**src/rtl/uart_loader_pkg.sv**
```systemverilog
// Shared types for the UART word loader: FSM state encoding and word geometry.
package uart_loader_pkg;

    typedef enum logic [1:0] {
        IDLE,
        COLLECT,
        WRITE,
        DONE
    } loader_state_t;

    localparam int BYTES_PER_WORD = 4;

endpackage

```
**src/rtl/byte_packer.sv**
```systemverilog
// Packs incoming bytes into a little-endian 32-bit word; lane k is bits [8k+7:8k].
module byte_packer (
    input  logic        clk,
    input  logic        rst,
    input  logic        clear,
    input  logic        byte_valid,
    input  logic [7:0]  byte_in,
    output logic [31:0] word_out,
    output logic        word_valid
);
    import uart_loader_pkg::*;

    localparam logic [1:0] LAST_LANE = 2'(BYTES_PER_WORD - 1);

    logic [1:0]  byte_idx;
    logic [31:0] asm_word;

    always_ff @(posedge clk) begin
        if (rst || clear) begin
            byte_idx <= '0;
            asm_word <= '0;
        end else if (byte_valid) begin
            asm_word[{byte_idx, 3'b000} +: 8] <= byte_in;
            byte_idx                          <= byte_idx + 2'd1;
        end
    end

    // Pulses with the byte that completes the word; the lane write lands the same edge.
    assign word_valid = byte_valid && (byte_idx == LAST_LANE);
    assign word_out   = asm_word;

endmodule

```
**src/rtl/uart_word_loader.sv**
```systemverilog
// Loads little-endian words assembled from UART bytes into memory at incrementing
// word addresses; used to program memory from the host before the CPU is released.
module uart_word_loader #(
    parameter int ADDR_W      = 10,
    parameter int BASE_ADDR   = 0,
    parameter int NUM_WORDS   = 256,
    parameter int TIMEOUT_CYC = 5_000_000
) (
    input  logic              clk,
    input  logic              rst,
    input  logic              start,
    input  logic [31:0]       uart_data,
    input  logic              uart_ready,
    output logic              mem_we,
    output logic [ADDR_W-1:0] mem_addr,
    output logic [31:0]       mem_wdata,
    output logic              busy,
    output logic              load_done,
    output logic              timeout_err,
    output logic [ADDR_W:0]   word_count
);
    import uart_loader_pkg::*;

    localparam int                TW       = $clog2(TIMEOUT_CYC + 1);
    localparam logic [ADDR_W-1:0] BASE     = ADDR_W'(BASE_ADDR);
    localparam logic [ADDR_W:0]   NUM      = (ADDR_W + 1)'(NUM_WORDS);
    localparam logic [TW-1:0]     TMO_LAST = TW'(TIMEOUT_CYC - 1);

    loader_state_t     state, state_nxt;
    logic [ADDR_W-1:0] addr;
    logic [ADDR_W:0]   count, count_inc;
    logic [TW-1:0]     tcnt;
    logic              terr;
    logic              partial;
    logic              accept, pk_clear, tmo_fire, word_valid;
    logic [31:0]       word;
    logic              unused_hi;

    assign unused_hi = ^uart_data[31:8];
    assign count_inc = count + (ADDR_W + 1)'(1);

    // WRITE also accepts bytes so a byte landing on the write cycle starts the next word.
    assign accept   = uart_ready && !start && ((state == COLLECT) || (state == WRITE));
    assign tmo_fire = (state == COLLECT) && !start && !uart_ready && partial
                      && (tcnt == TMO_LAST);
    assign pk_clear = start || tmo_fire;

    byte_packer u_packer (
        .clk        (clk),
        .rst        (rst),
        .clear      (pk_clear),
        .byte_valid (accept),
        .byte_in    (uart_data[7:0]),
        .word_out   (word),
        .word_valid (word_valid)
    );

    always_ff @(posedge clk) begin
        if (rst) state <= IDLE;
        else     state <= state_nxt;
    end

    always_comb begin
        state_nxt = state;
        mem_we    = 1'b0;
        busy      = 1'b0;
        load_done = 1'b0;
        case (state)
            IDLE: begin
                if (start) state_nxt = COLLECT;
            end
            COLLECT: begin
                busy = 1'b1;
                if (start)           state_nxt = COLLECT;
                else if (tmo_fire)   state_nxt = IDLE;
                else if (word_valid) state_nxt = WRITE;
            end
            WRITE: begin
                busy   = 1'b1;
                mem_we = 1'b1;
                if (start)                 state_nxt = COLLECT;
                else if (count_inc == NUM) state_nxt = DONE;
                else                       state_nxt = COLLECT;
            end
            DONE: begin
                load_done = 1'b1;
                if (start) state_nxt = COLLECT;
            end
            default: state_nxt = IDLE;
        endcase
    end

    always_ff @(posedge clk) begin
        if (rst) begin
            addr    <= BASE;
            count   <= '0;
            terr    <= 1'b0;
            tcnt    <= '0;
            partial <= 1'b0;
        end else begin
            if (start) begin
                addr  <= BASE;
                count <= '0;
            end else if (state == WRITE) begin
                addr  <= addr + ADDR_W'(1);
                count <= count_inc;
            end

            if (start)         terr <= 1'b0;
            else if (tmo_fire) terr <= 1'b1;

            // Saturates at the last count; only fires when a word is partially built.
            if ((state != COLLECT) || uart_ready || start) tcnt <= '0;
            else if (tcnt != TMO_LAST)                     tcnt <= tcnt + TW'(1);

            if (pk_clear)    partial <= 1'b0;
            else if (accept) partial <= !word_valid;
        end
    end

    assign mem_addr    = addr;
    assign mem_wdata   = mem_we ? word : 32'h0;
    assign timeout_err = terr;
    assign word_count  = count;

endmodule
```
**config.mk**
```make
export PLATFORM = sky130hd
export DESIGN_NAME = uart_word_loader
export DESIGN_NICKNAME = d
export VERILOG_FILES = /design/src/rtl/uart_loader_pkg.sv /design/src/rtl/byte_packer.sv /design/src/rtl/uart_word_loader.sv
export SDC_FILE = /design/constraint.sdc
export NUM_CORES = 1
export LEC_CHECK = 0
export CAP_MARGIN = 15
export CORE_ASPECT_RATIO = 1.2
export CORE_UTILIZATION = 30
export DETAILED_ROUTE_END_ITERATION = 8
export DONT_BUFFER_PORTS = 1
export GPL_TIMING_DRIVEN = 0
export SLEW_MARGIN = 30
export SYNTH_ARGS = -nofsm -noshare
export SYNTH_HDL_FRONTEND = slang
export SYNTH_SLANG_ARGS = --single-unit
```
**constraint.sdc**
```tcl
create_clock -name clk -period 3.7 [get_ports clk]
set_clock_uncertainty 0.05 [all_clocks]
set_input_delay 0.37 -clock clk [delete_from_list [all_inputs] [get_ports clk]]
set_output_delay 0.37 -clock clk [all_outputs]
set_load 0.005 [all_outputs]
```
==> reports/metrics.json, run 1 <==
{
  "status": {"value": "complete, no violations"},
  "tightest_pin_transition": {"value": 0.891, "unit": "ns"},
  "maxPowerGroup": {"value": "the clock network"},
  "critPathCaptureType": {"value": "output port"},
  "die_y": {"value": 127, "unit": "microns"},
  "global_route.overflow_total": {"value": 0},
  "finalSetupTns": {"value": 0, "unit": "ns"},
  "grtUsageMet3": {"value": 3.78, "unit": "%"},
  "number_of_global_route_vias_before_repair": {"value": 3039},
  "setup_ws": {"value": 1.13, "unit": "ns"},
  "ys_sh_xor": {"value": 8.04, "unit": "%"},
  "yosys.stat.chipArea": {"value": 3920, "unit": "sq um"},
  "comb-power": {"value": 0.0874, "unit": "mW"},
  "area.sequential": {"value": 1640, "unit": "sq um"},
  "antenna_cells": {"value": 0},
  "timing.hold.worst.start": {"value": "rst"},
  "drv.max_cap_violation_count": {"value": 0},
  "report.final.hold_viol_count": {"value": 0},
  "seq_power": {"value": 0.895, "unit": "mW"},
  "min_delay_worst_endpoint": {"value": "state[0]"},
  "ys_top_logic_family": {"value": "simple AND/OR/NAND/NOR gates"},
  "synthesis.nets": {"value": 522},
  "n_tap_cell": {"value": 164},
  "timing_worst_setup_path_type": {"value": "reg2out"},
  "report.final.slew_viol_count": {"value": 0},
  "synth.cell_area": {"value": 3920, "unit": "sq um"},
  "hold_class": {"value": "in2reg"},
  "netlist.top_cell.by_instances": {"value": "dfxtp_1"},
  "setup_viol": {"value": 0},
  "use_met2": {"value": 23.3, "unit": "%"},
  "grt_max_degree": {"value": 14},
  "chip_area": {"value": 13500, "unit": "sq um"},
  "dr_total_vias": {"value": 3230},
  "seqPwrFrac": {"value": 47.4, "unit": "%"},
  "p_int": {"value": 1.48, "unit": "mW"},
  "critical_path.startpoint_type": {"value": "register"},
  "wl_per_cell": {"value": 13.8, "unit": "microns"},
  "rr_worst_depth": {"value": 8},
  "timing.max_slew.rel_slack": {"value": 40.4, "unit": "%"},
  "route.final.wire_length": {"value": 9.03, "unit": "mm"},
  "layout.cells.largest_class": {"value": "combinational gates"},
  "power.clock.total": {"value": 0.904, "unit": "mW"},
  "nNonClkInverters": {"value": 10},
  "num_rows": {"value": 45},
  "last_weighted_congestion_value_of_the_routability_driven_placer": {"value": 0.757}
}
-- run 1: critical path, cell delays in order (launching register included) --
cell,delay (ns)
dfxtp_1,0.40
ha_1,0.25
clkbuf_1,0.45
buf_1,0.47
and2_1,0.24
-- run 1: flip-flops by register name, indices dropped and copies added (netlist names) --
signal	count
u_packer.byte_idx	2
tcnt	23
mem_addr	10
timeout_err	1
partial	1
word_count	11
state	2
u_packer.word_out	32
-- run 1: layout by cell type, fill, tap and decap left out, drive strengths merged, types with 9 or more instances in the layout --
cell,n
nor2,47
xor2,20
nand3,42
o21ai,14
and2,38
nand2,54
ha,12
nor3,13
buf,9
xnor2,16
inv,10
nand4,11
and3,10
a21oi,43
dfxtp,82
clkbuf,26
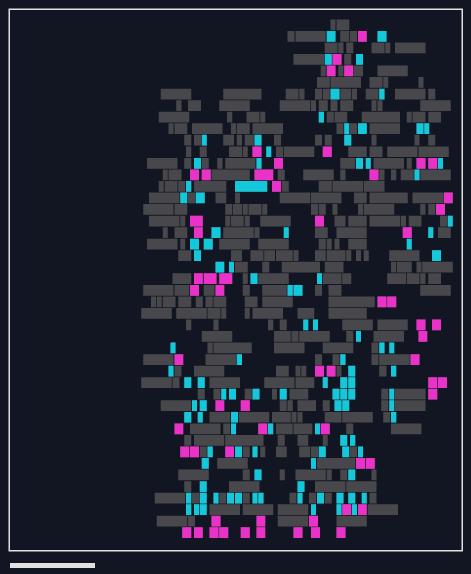
**Above:** run 1 (logic cells by family).
Bar = 20 microns.
family	color	cells	most used
nand cells	cyan	108	nand2_1
and/or cells	magenta	61	and2_1
Non-Filler Instances: 654
highest-count logic cell in the final layout: dfxtp_1
share of cell area taken by multi-input logic gates: 47.7%

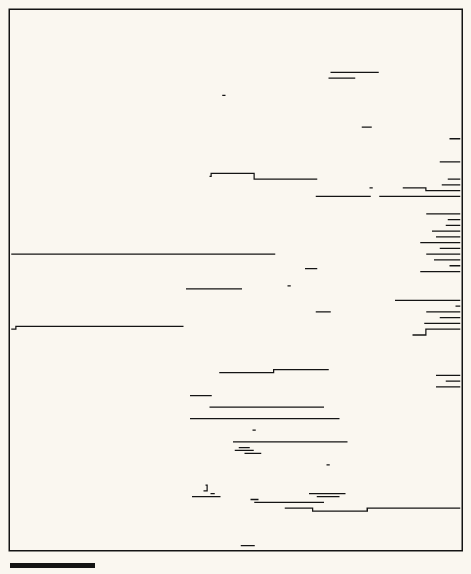
**Above:** run 1 (met3 routing).
Bar = 20 microns.
share of all routed wire	6.3%
main direction	horizontal
longest straight run	61.9 microns
nets with wire on the layer	45
wire length on this layer	569 microns

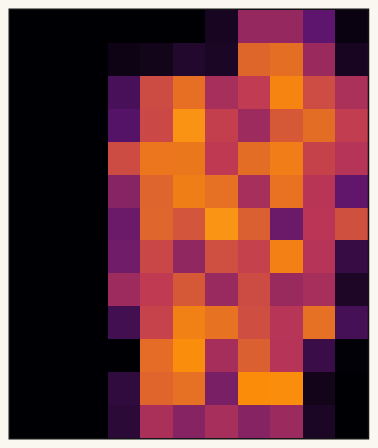
**Above:** run 1 (placement density heat map).
The die is cut into 11 by 13 equal tiles; black is low, pale yellow is high, 0 to 100% covered.
nearly empty tiles	32%
tiles over 75% full	2.8%
densest ninth of the die	middle
mean over tiles	31%
utilization after layout: 34.8%
FP Util: 30.8%
area of the core region: 12700 sq um

==> run 1 -> run 2 <==
==> constraint.sdc (replaced) <==
create_clock -name clk -period 2.5 [get_ports clk]
set_clock_uncertainty 0.05 [all_clocks]
set_input_delay 0.25 -clock clk [delete_from_list [all_inputs] [get_ports clk]]
set_output_delay 0.25 -clock clk [all_outputs]
set_load 0.005 [all_outputs]
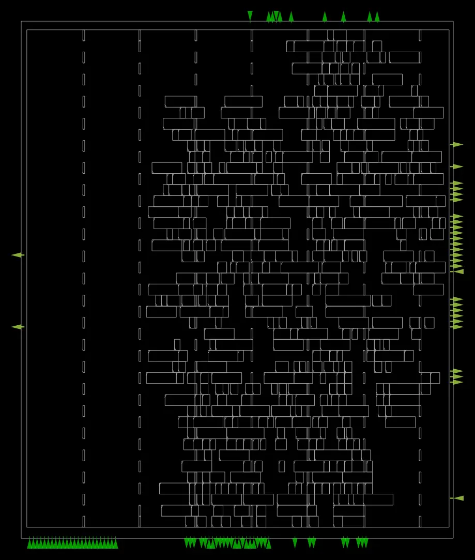
**Above:** run 2 (placement view).
count of sequential standard cells: 82
tap cell count: 164
utilization after layout: 35.1%
sequential share of cell area: 36.8%

==> run 2 against run 1 <==
Compared with the run above:
- first-iteration DRC count is 12% higher
- largest cell class unchanged
- power is 48% higher
- highest routed layer unchanged
- via count is 0.87% higher
==> reports/metrics.json, run 2 <==
{
  "status": {"value": "complete, no violations"},
  "num_rows": {"value": 45},
  "timing.max_slew.rel_slack": {"value": 40.5, "unit": "%"},
  "area_of_the_core_region": {"value": 12700, "unit": "sq um"},
  "critical_path.n_buffers_inverters": {"value": 3},
  "route.final.wire_length": {"value": 9.10, "unit": "mm"},
  "stdcell_count": {"value": 657},
  "lay_top_count": {"value": "dfxtp_1"},
  "seq_power": {"value": 1.32, "unit": "mW"},
  "antenna_cells": {"value": 0},
  "comb-power": {"value": 0.134, "unit": "mW"},
  "drv.max_cap_violation_count": {"value": 0},
  "power.clock.total": {"value": 1.34, "unit": "mW"},
  "use_met2": {"value": 23.5, "unit": "%"},
  "synth.cell_area": {"value": 3920, "unit": "sq um"},
  "tightest_pin_transition": {"value": 0.890, "unit": "ns"},
  "setup_viol": {"value": 0},
  "largest_register_ff_count": {"value": 32},
  "last_weighted_congestion_value_of_the_routability_driven_placer": {"value": 0.757},
  "chip_area": {"value": 13500, "unit": "sq um"},
  "seqPwrFrac": {"value": 47.4, "unit": "%"},
  "cpPeakStageDelay": {"value": 0.40, "unit": "ns"},
  "critical_path.startpoint_type": {"value": "register"},
  "critical_path.top_delay_family": {"value": "buffers and inverters"},
  "hold_class": {"value": "in2reg"},
  "lay_top_cells": {"value": "dfxtp_1 (82), nand2_1 (54), nor2_1 (47)"}
}
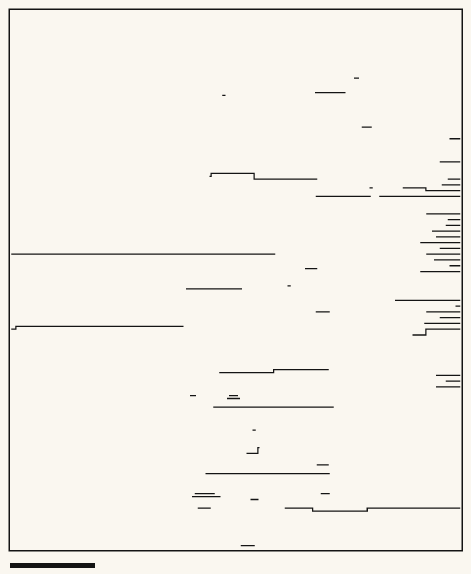
**Above:** run 2 (met3 routing).
Bar = 20 microns.
main direction	horizontal
nets with wire on the layer	43
wire length on this layer	503 microns
global routing met3 resource utilization: 3.78%
routed vias: 3258

-- run 2: final timing paths --
kind	end	slack, ns	depth (start not counted)
max reg2reg	u_packer.word_out[29]	0.28	8
max	u_packer.word_out[29]	0.28	8
min reg2reg	u_packer.word_out[2]	0.40	2
min	u_packer.word_out[23]	0.01	2
-- run 2: logic make-up after synthesis --
family	Yosys count	share of synthesized area (%)
compound gates	66	9.13
xor+xnor	36	8.04
fa+ha+maj	12	3.83
buf+inv	33	4.21
flops	82	41.9
mux	3	0.766
simple gates	242	32.2
-- run 2: final cells by class --
type,count,area (sq um)
Clock inverter,4,50.0
Inverter,10,37.5
Buffer,23,130
Timing Repair Buffer,3,30.0
Tap cell,164,205
Multi-Input combinational cell,359,2110
Fill cell,1315,8260
Clock buffer,12,256
Sequential cell,82,1640
==> run 2 -> run 3 <==
--- a/config.mk
+++ b/config.mk
@@ -5,7 +5,7 @@
 export SDC_FILE = /design/constraint.sdc
 export NUM_CORES = 1
 export LEC_CHECK = 0
-export CAP_MARGIN = 15
+export CAP_MARGIN = 20
 export CORE_ASPECT_RATIO = 1.2
 export CORE_UTILIZATION = 30
 export DETAILED_ROUTE_END_ITERATION = 8
==> run 3 against run 2 <==
Compared with the run above:
- cell area unchanged
- critical path depth unchanged
- final cell count unchanged
- largest cell class unchanged
==> reports/metrics.json, run 3 <==
{
  "area.sequential": {"value": 1640, "unit": "sq um"},
  "critical_path.n_buffers_inverters": {"value": 3},
  "wl_per_cell": {"value": 13.9, "unit": "microns"},
  "antenna_cells": {"value": 0},
  "yosys.stat.chipArea": {"value": 3920, "unit": "sq um"},
  "chip_area": {"value": 13500, "unit": "sq um"},
  "route.final.wire_length": {"value": 9.10, "unit": "mm"},
  "status": {"value": "complete, no violations"},
  "min_delay_path_depth": {"value": 2},
  "core_util_floorplan": {"value": 30.8, "unit": "%"},
  "rr_worst_depth": {"value": 8},
  "r2r_end": {"value": "u_packer.word_out[29]"},
  "timing_worst_setup_path_type": {"value": "reg2reg"},
  "critical_path_cell_count": {"value": 8},
  "setup_viol": {"value": 0},
  "synth.cell_area": {"value": 3920, "unit": "sq um"},
  "critical_path.top_delay_family": {"value": "buffers and inverters"},
  "lay_top_count": {"value": "dfxtp_1"},
  "synthesis.nets": {"value": 522},
  "timing.max_slew.rel_slack": {"value": 40.5, "unit": "%"},
  "grt_max_degree": {"value": 14},
  "netlist.top_cell.by_instances": {"value": "dfxtp_1"},
  "setup_ws": {"value": 0.279, "unit": "ns"},
  "die_y": {"value": 127, "unit": "microns"},
  "report.final.hold_viol_count": {"value": 0},
  "num_rows": {"value": 45},
  "cpPeakStageDelay": {"value": 0.40, "unit": "ns"},
  "dr_total_vias": {"value": 3258},
  "last_weighted_congestion_value_of_the_routability_driven_placer": {"value": 0.757},
  "critical_path.cell_chain": {"value": "inv_1 -> ha_1 -> nor3b_2 -> buf_2 -> and2_1 -> clkbuf_1 -> nand3_1 -> a21oi_1"},
  "worst_path_max_delay_cell": {"value": "dfxtp_1"},
  "critPathCaptureType": {"value": "register"},
  "critical_path.startpoint_type": {"value": "register"},
  "ys_sh_xor": {"value": 8.04, "unit": "%"}
}
run 3: cell counts in the layout (fill, tap and decap cells not counted):
No cell type changed its count.
run 3: per-layer routing:
metal  track usage (%)  routed length, microns  vias up
met5                 0                       0        -
met4              6.70                     214        0
met3              3.78                     503       19
met2              23.5                    4480       66
met1              15.9                    3900     1534
li1                  -                       -     1639
run 3: cell type report:
| class | count | share of cell area [%] |
|---|---|---|
| repair buffers | 3 | 0.672 |
| plain buffers | 23 | 2.91 |
| inverters | 10 | 0.841 |
| multi-input cells | 359 | 47.4 |
| clock inverters | 4 | 1.12 |
| well taps | 164 | 4.60 |
| flip-flops and latches | 82 | 36.8 |
| clock buffers | 12 | 5.74 |
run 3: where the power goes:
group	internal, mW	switching, mW
logic	0.0476	0.0867
registers	1.32	0.00931
clock network	0.826	0.512
total	2.19	0.608
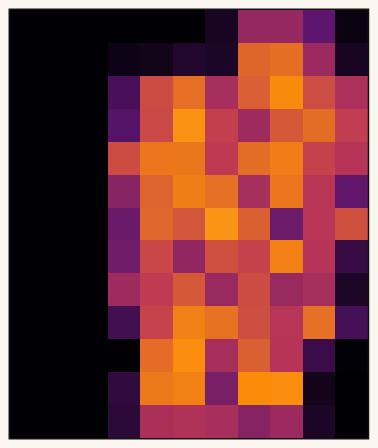
**Above:** run 3 (placement density heat map).
The die is cut into 11 by 13 equal tiles; black is low, pale yellow is high, 0 to 100% covered.
mean over tiles	32%
fullest tile	77%
emptiest ninth of the die	bottom left
densest ninth of the die	middle

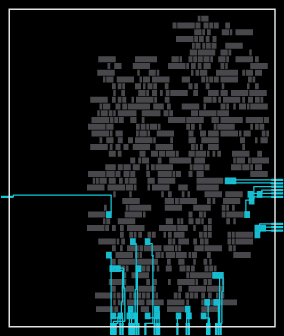
**Above:** run 3 (wires at chosen ports, followed through buffers).
port	color	bits	direction	edge	end cells	wire
`mem_wdata`	cyan	32	output	22 bottom, 9 right, 1 left	32	435 microns
number of buffers inserted by port buffering: 0
top-level port count: 93

Power figures rest on the tool's default switching activity, not on a simulated workload.
